Fig. 1: run 1, met1 routing
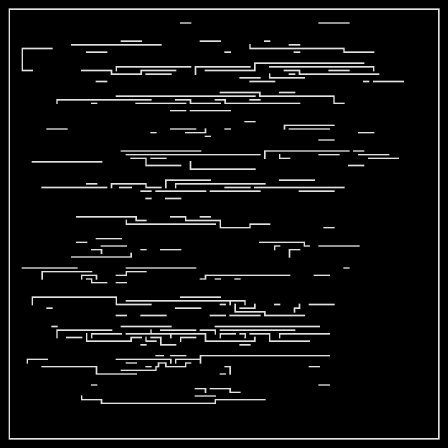
Fig. 2: run 1, met2 routing
Scale bar: 10 microns. Cells faint in the background.
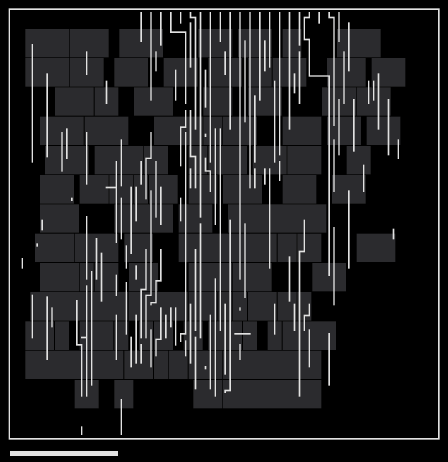
Fig. 3: run 1, the metal 3 layer
Scale bar: 10 microns.
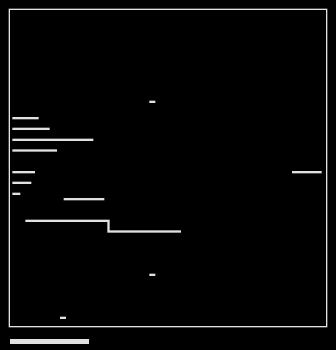
Design pipeline_hazard_ctrl, sky130hd; sources not shown.
==> GITHUB_STEP_SUMMARY, run 1 <==
## PnR job results

| Metric | Value |
|---|---|
| Status | `finished, final reports clean` |
| Total grt overflow | `0` |
| Filler cells | `112` |
| Fin util | `67.4%` |
| Root buf cell | `clkbuf_4` |
| PortBufs | `30` |
| Number of global-route vias before repair | `476` |
| Io pins | `31` |
| WS Path Type | `in -> out` |
| Number of CTS-inserted buffers | `3` |
| Comb gate area | `345 sq um` |
| Hold-fix buffers, CTS | `0` |
| Share of layout cells above drive strength 1 | `26.3%` |
| Post-synthesis cell type count | `26` |
| Tot GR Track Use | `19.0%` |
| Die height | `39.8 microns` |
| Crit path max-delay family | `AND-OR/OR-AND gates` |
| Slowest-stage cell, CP | `o41a_2` |
| Yosys chip area | `514 sq um` |
| Pins Over Slew Limit | `0` |
| Initial drt markers | `18` |
| FF-to-FF path depth | `7` |
| Total of warnings raised by yosys | `0` |
## Picture notes: Fig. 1
longest straight run = 12.9 microns
share of all routed wire = 43%
nets with wire on the layer = 106
main direction = horizontal
met1 Use GR: 24.7%
via count: 534
drt total wl: 1400 microns

## Picture notes: Fig. 2
share of all routed wire = 51%
longest straight run = 24.8 microns
GR met2 Demand/Resource: 27.5%

## Picture notes: Fig. 3
longest straight run = 10.3 microns
nets with wire on the layer = 11
main direction = horizontal
GR Util met3: 7.39%

run 1: report_power, final:
part	internal (mW)	switching (mW)	total, mW
logic	0.161	0.140	0.301
registers	0.134	0.0310	0.165
clock network	0.0504	0.0335	0.0838
run 1: timing repair:
action,4_1_cts,5_1_grt
pin swaps,4,5
endpoints found under the setup margin,6,5
setup buffers,1,3
resized,37,11
run 1: per-layer routing:
metal / vias to the layer above / GRT usage (%)
li1: 276 / -
met1: 239 / 24.7
met2: 15 / 27.5
met3: 4 / 7.39
met4: 0 / 7.76
met5: - / 0
run 1: through the flow:
step                      instance area (sq um)  std cells  setup TNS (ps)  power [mW]  hold WS (ps)
after floorplan                             514         58               0       0.339           244
after global placement                      833        103           -1850       0.423           469
after global routing                        888        110           -41.1       0.596           139
after detailed placement                    833        103           -1890       0.431           484
after CTS                                   858        107           -28.1       0.512           309
final                                       888        110               0       0.550           131
run 1: logic make-up after synthesis:
group | after synthesis | synth area share (%)
AND-OR/OR-AND | 6 | 9.49
AND/OR/NAND/NOR | 27 | 31.4
adder cells (fa/ha/maj) | 1 | 2.43
flip-flops | 6 | 29.2
buffers and inverters | 5 | 5.35
XOR/XNOR | 13 | 22.1
run 1: placed cells by master (no fill, tap or decap), drive strengths merged, types with 2 or more instances in the layout:
master | netlist | final
and2 | 4 | 4
buf | 3 | 9
clkbuf | 0 | 5
clkdlybuf4s15 | 0 | 5
clkdlybuf4s50 | 0 | 10
dfrtp | 6 | 6
dlygate4sd2 | 0 | 10
inv | 2 | 2
nand2 | 7 | 7
nand3 | 4 | 4
nor2 | 3 | 3
nor4 | 2 | 2
o211ai | 2 | 2
xnor2 | 3 | 3
xor2 | 10 | 10
run 1: layout make-up:
class                      count  share of cell area (%)
buffer                         3                    2.68
clock buffer                   3                    2.54
inverter                       2                   0.845
multi-input combinational     47                    38.9
sequential                     6                    16.9
tap                           15                    2.11
timing repair buffer          34                    36.1
run 1: worst register-to-register path: stages (launching register included):
cell	delay (ps)
dfrtp_1	380
inv_2	70
ha_2	200
or4b_4	500
buf_4	160
nand3_1	110
xor2_1	160
nand2_1	70
==> inputs of run 2 (changes only) <==
--- a/config.mk
+++ b/config.mk
@@ -9,6 +9,7 @@
 export CORE_UTILIZATION = 36
 export DETAILED_ROUTE_END_ITERATION = 10
 export GPL_TIMING_DRIVEN = 0
+export HOLD_SLACK_MARGIN = 0.06
 export PLACE_DENSITY = 0.79
 export SLEW_MARGIN = 40
 export SYNTH_ARGS = -nofsm -noshare
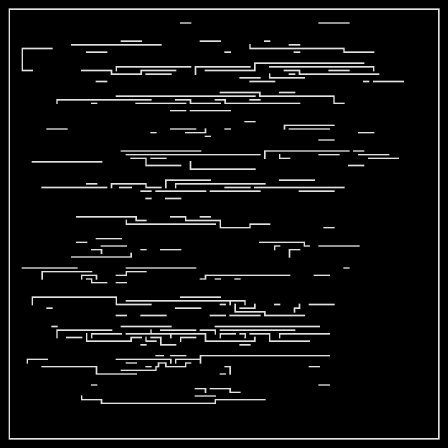
Fig. 4. Met1 routing (run 2).
share of all routed wire = 43%
main direction = horizontal
wire length on this layer = 596 microns
longest straight run = 12.9 microns

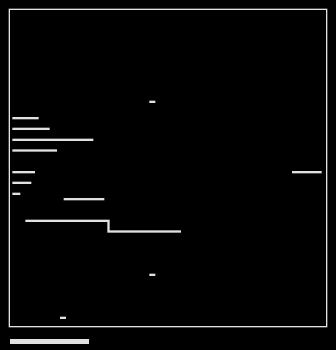
Fig. 5. The metal 3 layer (run 2).
Scale bar: 10 microns.
main direction = horizontal
nets with wire on the layer = 11
longest straight run = 10.3 microns
share of all routed wire = 4.1%
wire length on this layer = 57.5 microns

==> GITHUB_STEP_SUMMARY, run 2 <==
## PnR job results

| Metric | Value |
|---|---|
| Inst Count DP | `103 (unchanged)` |
| Yosys chip area | `514 sq um (unchanged)` |
| Clock Sinks | `6` |
| Die height | `39.8 microns (unchanged)` |
| Final Cell Area | `888 sq um (unchanged)` |
| Post-route setup TNS | `0 ps (unchanged)` |
| Status | `finished, final reports clean` |
| Adder-Cell Fraction of Synth Area | `2.43% (unchanged)` |
| Compound Share, Synth | `9.49% (unchanged)` |
| Drt total wl | `1400 microns (unchanged)` |
| Antenna viol nets, final | `0` |
| Post-DP Area | `833 sq um (unchanged)` |
| Die X | `39.8 microns` |
| Filler cells | `112 (unchanged)` |
| Total grt overflow | `0 (unchanged)` |
| FF-to-FF path depth | `7 (unchanged)` |
| H-tree depth | `1` |
| Seq pwr share | `30.0% (about the same)` |
| Tot GR Track Use | `19.0% (unchanged)` |
| Basic Gates by Area | `31.4% (unchanged)` |
| Number of CTS-inserted buffers | `3 (unchanged)` |
| Initial drt markers | `18 (unchanged)` |
| Pins Over Slew Limit | `0 (unchanged)` |
| Number of global-route vias before repair | `476 (unchanged)` |
| Root buf cell | `clkbuf_4` |
| WS Path Type | `in -> out` |
| Sw Share | `37.2% (unchanged)` |
| Crit path DAT | `2130 ps` |
| Pint | `345 uW (unchanged)` |
| Io pins | `31 (unchanged)` |
| Top logic family | `simple AND/OR/NAND/NOR gates` |
| PortBufs | `30 (unchanged)` |
| Via count | `534 (unchanged)` |
| XORs/XNORs by Area | `22.1% (unchanged)` |
| Post-synthesis cell type count | `26 (unchanged)` |
| Most instantiated logic cells after routing | `xor2_1, clkdlybuf4s50_1, dlygate4sd2_1, nand2_1, dfrtp_1` |
| Mux frac, synth | `0% (unchanged)` |
| Total of warnings raised by yosys | `0 (unchanged)` |
| Sw Pwr | `204 uW (unchanged)` |
| Max FFs per register | `5` |
| Hold WS | `131 ps (unchanged)` |
## run 2: cells by family (layout without fill, tap and decap cells)
kind of cell	after synthesis	after routing
compound gates	6	6
xor+xnor	13	13
simple gates	27	27
buf+inv	5	42
fa+ha+maj	1	1
flops	6	6
## run 2: final cells by class
| type | instances | area, sq um | area share, % |
|---|---|---|---|
| sequential | 6 | 150 | 16.9 |
| tap | 15 | 18.8 | 2.11 |
| timing repair buffer | 34 | 320 | 36.1 |
| inverter | 2 | 7.51 | 0.845 |
| buffer | 3 | 23.8 | 2.68 |
| clock buffer | 3 | 22.5 | 2.54 |
| multi-input combinational | 47 | 345 | 38.9 |
## run 2: stage by stage
stage	worst slack (ps)	total power, mW	util (%)
floorplan	257	0.339	-
global placement	-622	0.423	63.2
detailed placement	-647	0.431	63.2
CTS	-28.1	0.512	65.1
global route	-20.2	0.596	67.4
finish	25.4	0.550	67.4
## run 2: what timing repair did
action / CTS / global route
resized: 37 / 11
hold buffers: 0 / 0
endpoints found under the setup margin: 6 / 5
pin swaps: 4 / 5
setup buffers: 1 / 3
## run 2: worst max-delay path, cell delays in order
cell and delay, ps:
dlygate4sd2_1 240, xor2_1 140, nor4_1 300, a32oi_1 190, o41a_2 490, buf_6 130, buf_6 120
## run 2: layer usage
| layer | up-vias | share of wire (%) | GRT usage, % |
|---|---|---|---|
| met4 | 0 | 2.6 | 7.76 |
| met5 | - | 0 | 0 |
| met3 | 4 | 4.1 | 7.39 |
| li1 | 276 | - | - |
| met2 | 15 | 51 | 27.5 |
| met1 | 239 | 43 | 24.7 |
## run 2: power groups by stage
stage / combinational [mW] / clock (mW) / sequential [mW]
final: 0.301 / 0.0838 / 0.165
after global routing: 0.331 / 0.0934 / 0.172
after CTS: 0.264 / 0.0857 / 0.163
after detailed placement: 0.267 / 0 / 0.164
after global placement: 0.259 / 0 / 0.163
after floorplan: 0.181 / 0 / 0.158
No activity file was given, so power comes from the tool's default toggle rates.
